## src/rtl/pipe_stall_ctrl.sv

```systemverilog
// Central hazard/stall controller for the 5-stage core: merges bus waits,
// load-use, multi-cycle divide timing and precise exception flush.
module pipe_stall_ctrl #(
  parameter int DIV_CYCLES = 34
) (
  input  logic       clk,
  input  logic       rst,
  input  logic       i_busy,
  input  logic       d_busy,
  input  logic       load_use,
  input  logic       div_req,
  input  logic       exc_req,
  output logic [5:0] stall,
  output logic       flush,
  output logic       div_start,
  output logic       div_done
);

  localparam int CNT_W = $clog2(DIV_CYCLES + 1);

  typedef enum logic [1:0] {
    IDLE,
    DIV_RUN,
    DIV_DONE,
    FLUSH_PEND
  } state_t;

  state_t           state;
  logic [CNT_W-1:0] cnt;

  logic       flush_c;
  logic       div_stall;
  logic       start_c;
  logic [5:0] stall_c;

  always_comb begin
    flush_c   = (state == FLUSH_PEND) ? !d_busy : (exc_req && !d_busy);
    div_stall = (state == IDLE && div_req) || (state == DIV_RUN);
    start_c   = (state == IDLE) && div_req && !exc_req;
    stall_c   = '0;
    // Patterns are prefixes of one another, so OR-ing keeps the longest.
    if (i_busy)    stall_c = stall_c | 6'b000011;
    if (load_use)  stall_c = stall_c | 6'b000111;
    if (div_stall) stall_c = stall_c | 6'b001111;
    if (d_busy)    stall_c = stall_c | 6'b011111;
    if (flush_c)   stall_c = '0;
  end

  // Reset gates every output, including the combinational ones.
  assign stall     = rst ? stall_c : '0;
  assign flush     = rst && flush_c;
  assign div_start = rst && start_c && !flush_c;
  assign div_done  = rst && (state == DIV_DONE);

  always_ff @(posedge clk) begin
    if (!rst) begin
      state <= IDLE;
      cnt   <= '0;
    end else if (flush_c) begin
      state <= IDLE;
      cnt   <= '0;
    end else if (exc_req && d_busy && state != FLUSH_PEND) begin
      state <= FLUSH_PEND;
      cnt   <= '0;
    end else begin
      case (state)
        IDLE: begin
          if (div_req) begin
            state <= DIV_RUN;
            cnt   <= CNT_W'(DIV_CYCLES - 1);
          end
        end
        DIV_RUN: begin
          if (cnt == CNT_W'(1)) begin
            state <= DIV_DONE;
            cnt   <= '0;
          end else begin
            cnt <= cnt - CNT_W'(1);
          end
        end
        DIV_DONE: begin
          if (!d_busy) state <= IDLE;
        end
        FLUSH_PEND: begin
          state <= FLUSH_PEND;
        end
        default: begin
          state <= IDLE;
          cnt   <= '0;
        end
      endcase
    end
  end

endmodule

```

## config.mk

```make
export PLATFORM = sky130hd
export DESIGN_NAME = pipe_stall_ctrl
export DESIGN_NICKNAME = d
export VERILOG_FILES = /design/src/rtl/pipe_stall_ctrl.sv
export SDC_FILE = /design/constraint.sdc
export NUM_CORES = 1
export LEC_CHECK = 0
export ABC_AREA = 1
export CAP_MARGIN = 20
export CORE_MARGIN = 4
export CORE_UTILIZATION = 45
export DETAILED_ROUTE_END_ITERATION = 8
export PLACE_DENSITY = 0.72
export SLEW_MARGIN = 20
export SYNTH_ARGS = -nofsm -noshare
export SYNTH_HDL_FRONTEND = slang
export SYNTH_SLANG_ARGS = --single-unit
```

## constraint.sdc

```tcl
create_clock -name clk -period 2.07 [get_ports clk]
set_clock_uncertainty 0.1 [all_clocks]
set_input_delay 0.621 -clock clk [delete_from_list [all_inputs] [get_ports clk]]
set_output_delay 0.621 -clock clk [all_outputs]
set_load 0.05 [all_outputs]
```

==> flow_metrics.tcl <==
# place-and-route summary
set metrics [dict create \
    status "complete, but fails checks" \
    violations "negative setup slack" \
    critPathMaxStageDelay_ns 0.21 \
    setup_ws_ns -0.111 \
    hold_path.startpoint "cnt[3]$_SDFFE_PP0P_" \
    antenna_found_initial 0 \
    firstDrtPassIters 4 \
    numCtsBuffers 3 \
    fillers 70 \
    ys_cells 97 \
    buf_share 0.302 \
    area_leaders "dfxtp_1 (25%), ha_1 (12%), nand2_1 (12%)" \
    tap_cells 15 \
    rows 13 \
    final-comb-area_um2 510 \
    end_kind "output port" \
    p_seq_frac 0.238 \
    overflow 0 \
    clock_sinks 8 \
    path_max_fanout 5 \
    buffers_excl_clock 29 \
    slew_viol_final 0 \
    clk_path_buf_depth 2 \
    ys_warn_count 0 \
    power.share.switching 0.446 \
    final_cell_mix "nand2_1 (20), buf_4 (14), nor2_1 (12)" \
    num-nonclk-inverters 16 \
    hold_path_depth 2 \
    top_register "cnt" \
    rrSetupSlack_ns 0.44 \
    r2r-start "state[0]$_SDFFE_PP0P_" \
    met3_wirelength_um 98 \
    synth_cells 97 \
    synth_flops 8 \
    cts_tree "done" \
    r2r_cells 8 \
    final_area_mm2 0.00112 \
    crit_buf_inv 3 \
    path_class "primary input to output port" \
    peakVddDrop_mv 0.527 \
    h-tree-depth 1 \
    post-route-drc-count 0 \
    dieArea_mm2 0.00210 \
    grt_max_degree 9 \
    pwr-share-comb 0.630 \
    vias_per_cell 5.06 \
    wl_met2_mm 1.14 \
    clkCellAreaFrac 0.0201 \
    syn_avg_cell_area_um2 6.63 \
    nClkBuffers 3 \
    yosys_area_um2 643 \
    synth_cell_types 24 \
    clk_pin_slew_worst_paths_ns 0.05 \
    p_switching_uw 415 \
    cp.depth 6 \
    grtUsageTotal 0.242 \
    final_common_cell "nand2_1" \
    power_density_mw_per_mm2 831 \
    comb_share 0.456 \
    p_int_uw 516 \
    clkPwrFrac 0.132 \
    preCtsSetupSlack_ns -0.425 \
    hold_slack_ns 0.451 \
    setup_viol 5 \
    endpoint "stall[0]" \
    grt_pass1_wl_mm 3.57 \
    async_flop_share 0 \
    drive_gt1_frac 0.394 \
    ant_nets 0 \
    ioPinCount 16 \
    top_area_cell "dfxtp_1" \
    hold_viol_final 0 \
    syn_area_um2 643 \
    start_kind "primary input" \
    detailed_place.area_um2 996 \
    floorplan.core_util 0.488 \
    p_leak_nw 0.534 \
    top_area_frac 0.249 \
    fin_cells 142 \
    edf_count 0 \
    cp_slowest_cell "a21oi_4" \
    path_cells "clkdlybuf4s15_1 -> inv_2 -> o21ai_4 -> nand2_4 -> a21oi_4 -> buf_12" \
    logic_gate_count 71 \
    cp-startpoint "d_busy" \
    grtUsageMet3 0.0870 \
    wl_met1_um 751 \
    place_hpwl_mm 1.23 \
    n_antenna_cell 0 \
    coreArea_mm2 0.00132 \
    top_cell "nand2_1" \
    finalClockPeriodUsage 1.05 \
    fp_nets 110 \
    clk_latency_ns 0.26 \
    rsz0062_at_grt "true" \
    period_needed_ns 2.18 \
    syn_to_final_growth_pct 74.1 \
    grt_use_met2 0.457 \
]
==> power by group through the flow <==
stage / registers, mW / clock network [mW] / logic (mW)
after floorplan: 0.202 / 0 / 0.320
after global placement: 0.207 / 0 / 0.485
after detailed placement: 0.208 / 0 / 0.495
after CTS: 0.220 / 0.121 / 0.565
after global routing: 0.224 / 0.139 / 0.646
final: 0.222 / 0.123 / 0.586
==> what timing repair did <==
action                     4_1_cts  5_1_grt
setup endpoints to repair        8        7
hold buffers                     0        0
cloned                           0        0
buffers inserted                 2        0
resized                         29        3
pin swaps                        5        3
==> cells by family after synthesis <==
logic type,after synthesis,share of synthesized area
flip-flops,8,0.249
AND/OR/NAND/NOR,50,0.358
other,1,0.00583
XOR/XNOR,3,0.0409
adder cells (fa/ha/maj),6,0.117
buffers and inverters,18,0.117
AND-OR/OR-AND,11,0.113
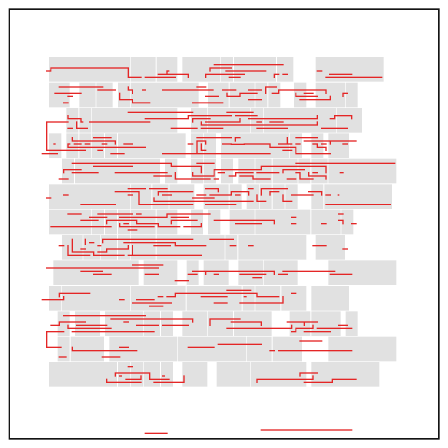
**Above:** the metal 1 layer.
Cells faint in the background.
wire length on this layer = 752 um
nets with wire on the layer = 127
Routed WL: 2.01 mm
met1 usage: 0.246
via count: 719

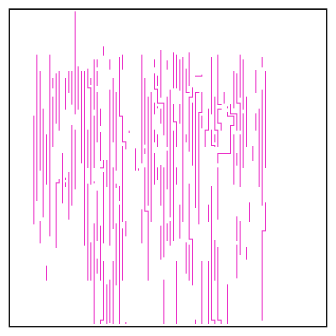
**Above:** met2 routing.
main direction = vertical
nets with wire on the layer = 115
longest straight run = 26.2 um

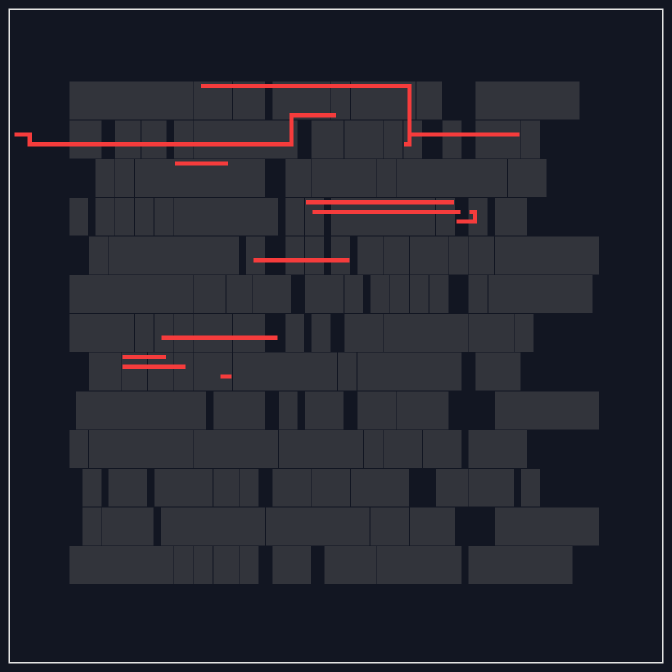
**Above:** metal 3.
Cells faint in the background.
nets with wire on the layer = 9
share of all routed wire = 4.9%
wire length on this layer = 98.6 um
main direction = horizontal
longest straight run = 18.4 um

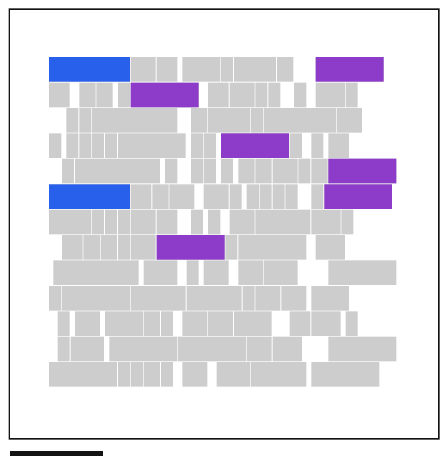
**Above:** sequential cells colored by netlist name.
Scale bar: 10 um.
blue -> state  # flops 2
purple -> cnt  # flops 6
Sequential Power: 222 uW
register fraction of the total cell area: 0.150
Finished Core Util: 0.850

Power is estimated from default activity; no workload was simulated.
